`src/rtl/mips_run_controller.sv`:
```
// ---------------------------------------------------------------------------
// mips_run_controller
//
// Purpose:
//   Turns each rising edge of the divider clock into a single-cycle tick. The
//   tick becomes o_cpu_enable, the only advance strobe for the MIPS pipeline,
//   but only when the run mode allows it. Supported modes are continuous run,
//   single step, stop, and a sticky halt that follows retirement of HALT.
//   The block sits between the clock divider and the pipeline/debug unit.
//
// Configuration:
//   RUN_CONTROL_CYCLE_COUNTER_EN
//     defined   : o_cycle_count counts issued o_cpu_enable pulses and
//                 saturates at all-ones.
//     undefined : no counter is built and o_cycle_count is tied to 0.
//
// Ports:
//   i_clock        system clock
//   i_reset        synchronous, active-high reset
//   i_clock_div    divider output, already in the i_clock domain
//   i_cmd_run      one-cycle pulse: enter continuous run
//   i_cmd_step     one-cycle pulse: execute exactly one cycle
//   i_cmd_stop     one-cycle pulse: stop, or leave HALTED
//   i_halt         CPU retired a HALT instruction
//   o_cpu_enable   pipeline advance strobe, one i_clock cycle wide
//   o_state        0 IDLE, 1 RUN, 2 STEP_WAIT, 3 HALTED
//   o_busy         high while the state is RUN or STEP_WAIT
//   o_cycle_count  number of o_cpu_enable pulses issued
// ---------------------------------------------------------------------------
module mips_run_controller #(
  parameter int NB_CYCLE_COUNT = 32
) (
  input  logic                      i_clock,
  input  logic                      i_reset,
  input  logic                      i_clock_div,
  input  logic                      i_cmd_run,
  input  logic                      i_cmd_step,
  input  logic                      i_cmd_stop,
  input  logic                      i_halt,
  output logic                      o_cpu_enable,
  output logic [1:0]                o_state,
  output logic                      o_busy,
  output logic [NB_CYCLE_COUNT-1:0] o_cycle_count
);

  typedef enum logic [1:0] {
    IDLE      = 2'd0,
    RUN       = 2'd1,
    STEP_WAIT = 2'd2,
    HALTED    = 2'd3
  } state_t;

  state_t state;
  state_t next_state;
  logic   div_q;
  logic   tick;
  logic   pulse_next;

  // A tick marks the first i_clock cycle in which the divider output is high.
  assign tick = i_clock_div & ~div_q;

  // Next-state and pulse decision. The commands are resolved in priority
  // order: halt, then stop, then run, then step. A tick only becomes a pulse
  // when the current state consumes it. Halt and stop take precedence over
  // the tick, so a tick in the same cycle as either one is dropped.
  always_comb begin
    next_state = state;
    pulse_next = 1'b0;
    if (i_halt && (state != HALTED)) begin
      next_state = HALTED;
    end else begin
      case (state)
        IDLE: begin
          if (i_cmd_stop) begin
            next_state = IDLE;
          end else if (i_cmd_run) begin
            next_state = RUN;
          end else if (i_cmd_step) begin
            next_state = STEP_WAIT;
          end
        end
        RUN: begin
          if (i_cmd_stop) begin
            next_state = IDLE;
          end else begin
            pulse_next = tick;
          end
        end
        STEP_WAIT: begin
          // A run command upgrades the pending step. A tick in that same
          // cycle still produces its one pulse.
          if (i_cmd_stop) begin
            next_state = IDLE;
          end else if (i_cmd_run) begin
            next_state = RUN;
            pulse_next = tick;
          end else if (tick) begin
            next_state = IDLE;
            pulse_next = 1'b1;
          end
        end
        HALTED: begin
          if (i_cmd_stop) begin
            next_state = IDLE;
          end
        end
        default: begin
          next_state = IDLE;
        end
      endcase
    end
  end

  // The state, the edge-detect history and the registered outputs are all
  // updated together. o_busy is derived from next_state, so it always agrees
  // with the registered o_state.
  always_ff @(posedge i_clock) begin
    if (i_reset) begin
      state        <= IDLE;
      div_q        <= 1'b0;
      o_cpu_enable <= 1'b0;
      o_busy       <= 1'b0;
    end else begin
      state        <= next_state;
      div_q        <= i_clock_div;
      o_cpu_enable <= pulse_next;
      o_busy       <= (next_state == RUN) || (next_state == STEP_WAIT);
    end
  end

  assign o_state = state;

`ifdef RUN_CONTROL_CYCLE_COUNTER_EN
  // The counter advances on the same edge that raises o_cpu_enable. It holds
  // at all-ones rather than wrapping.
  logic [NB_CYCLE_COUNT-1:0] cycle_count;

  always_ff @(posedge i_clock) begin
    if (i_reset) begin
      cycle_count <= '0;
    end else if (pulse_next && (cycle_count != {NB_CYCLE_COUNT{1'b1}})) begin
      cycle_count <= cycle_count + 1'b1;
    end
  end

  assign o_cycle_count = cycle_count;
`else
  assign o_cycle_count = '0;
`endif

endmodule

```
`config.mk`:
```
export PLATFORM = sky130hd
export DESIGN_NAME = mips_run_controller
export DESIGN_NICKNAME = d
export VERILOG_FILES = /design/src/rtl/mips_run_controller.sv
export SDC_FILE = /design/constraint.sdc
export NUM_CORES = 1
export LEC_CHECK = 0
export CORE_MARGIN = 8
export CORE_UTILIZATION = 34
export DETAILED_ROUTE_END_ITERATION = 10
export GPL_ROUTABILITY_DRIVEN = 1
export PLACE_DENSITY_LB_ADDON = 0.25
export REMOVE_ABC_BUFFERS = 1
export SLEW_MARGIN = 15
export SYNTH_ARGS = -nofsm -noshare
export SYNTH_HDL_FRONTEND = slang
export SYNTH_SLANG_ARGS = --single-unit
```
`constraint.sdc`:
```
create_clock -name i_clock -period 3 [get_ports i_clock]
set_input_delay 0.6 -clock i_clock [delete_from_list [all_inputs] [get_ports i_clock]]
set_output_delay 0.6 -clock i_clock [all_outputs]
set_load 0.005 [all_outputs]
```
==> flow_metrics.tcl <==
# yosys + openroad results
set metrics [dict create \
    lay_top_count "conb_1" \
    num_vias 350 \
    synthTopCellsByArea "buf_4 (44%), dfxtp_1 (18%), ha_1 (9.2%)" \
    cp_num_cells 6 \
    via_per_inst 3.72 \
    route.met3.wl_um 198 \
    gr-usage-met1_pct 6.11 \
    met2_wirelength_um 391 \
    p_leak_uw 0.000280 \
    core_area_mm2 0.00151 \
    r2r-start "o_state[1]" \
    clk_share_pct 4.66 \
    synth-async-reset-ratio_pct 0 \
    numCtsBuffers 3 \
    simple_gate_share_pct 15.7 \
    grt_pass1_wl_mm 1.69 \
    rsz0062_at_grt "no" \
    slowest_delay_ps 520 \
    die_y_um 55.9 \
    wl_met1_um 389 \
    io_pins 43 \
    seq_share_pct 17.7 \
    wl_um 989 \
    fin_crit_sh_pct 62.4 \
    skew_ps 0.0572 \
    power.total_uw 207 \
    hold_ws_ps 570 \
    ys_warn_count 0 \
    path_class "input port to flip-flop" \
    rows 14 \
    aoi_share_pct 8.55 \
    dieArea_mm2 0.00313 \
    clock.fmax_mhz 534 \
    cp-end-kind "flip-flop" \
    postCtsResizedCells 0 \
    num-fill-cells 161 \
    maxCapViolCount 0 \
    layout.cells.non_filler 94 \
    r2r-end "o_busy" \
    crit_slowest_cell "or4_4" \
    synth_seq_share_pct 18.5 \
    nets 90 \
    cts.sinks 5 \
    yosys.cell_count.top_type "buf_4" \
    worstPathRequired_ps 3170 \
    powerDensity_mw_per_mm2 367 \
    drtIter0Drc 2 \
    rrSetupSlack_ps 1240 \
    inv_count 2 \
    p_clk_share_pct 37.7 \
    lay_top_cells "conb_1 (32), clkdlybuf4s50_1 (10), dfxtp_1 (5)" \
    combPwrFrac_pct 26.2 \
    synthTopCellsByCount "buf_4 (32), dfxtp_1 (5), a21oi_1 (4), ha_1 (4), nand2b_1 (3)" \
    mux_share_pct 0 \
    top_logic_kind "buffers and inverters" \
    clk_pin_slew_ps 40 \
    netlist_area_um2 542 \
    antenna_found_initial 0 \
    top_cell_area_share_pct 44.3 \
    largest_reg_flops 2 \
    hold_violations 0 \
    synth_chip_area_um2 542 \
    synth-main-ff-cell "dfxtp_1" \
    holdBufCountCts 0 \
    status "completed" \
    drc 0 \
    yosysTopAreaCell "buf_4" \
    crit_path_end "o_busy" \
    dominant_cells "logic gates" \
    comb.multi_input.count 57 \
    hold_path_class "flip-flop to flip-flop" \
    initial_core_util_pct 36.0 \
    r2r_cells 7 \
    log.warning_count 28 \
    comb_share_pct 55.0 \
    firstDrtPassIters 2 \
    grt_max_degree 7 \
    logic_area_um2 310 \
    seqPwrFrac_pct 36.2 \
    crit_arrival_ps 2040 \
    edf_count 0 \
    fin_tns_setup_ps 0 \
]
## power by group through the flow
stage | registers, uW | logic (uW) | clock network (uW)
finish | 74.8 | 54.2 | 77.9
global route | 75.2 | 62.7 | 88.4
CTS | 74.7 | 52.4 | 81.4
detailed placement | 75.7 | 52.1 | 0
global placement | 76.1 | 52.3 | 0
floorplan | 75.2 | 31.9 | 0
## worst min-delay path by stage
| stage | start | end | slack (ps) | cells after the start |
|---|---|---|---|---|
| finish | div_q | o_cpu_enable | 570 | 2 |
| global route | div_q | o_cpu_enable | 630 | 2 |
| CTS | div_q | o_cpu_enable | 570 | 2 |
| detailed placement | div_q | o_cpu_enable | 550 | 2 |
| global placement | div_q | o_cpu_enable | 550 | 2 |
| floorplan | div_q | o_cpu_enable | 500 | 2 |
### Cells by drive strength

Drawn at 8 px/um.
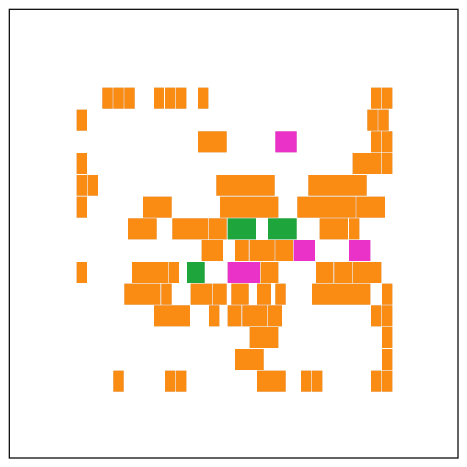
- x2: green (cells 3)
- x3 and x4: magenta (cells 4)
- x1 and smaller: orange (cells 71)
Setup WS post-layout: 1130 ps
Area Growth Syn to Fin: 4.16%
Post-Layout Inst Area: 564 um^2

### M3 wires

Drawn at 4 px/um.
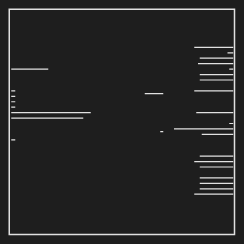
- nets with wire on the layer: 28
- wire length on this layer: 199 um
- longest straight run: 19.6 um

### Congestion heat map

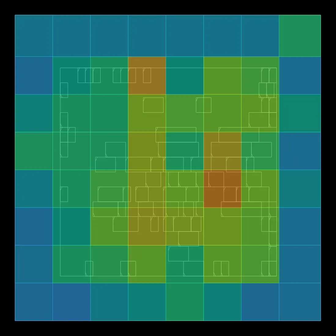
Top Usage Layer GRT: met2
post-DR wirelength/cell: 10.5 um
total track usage: 6.38%
post-layout util: 37.5%
grt met2 use: 8.65%

Power and IR drop assume default switching activity.
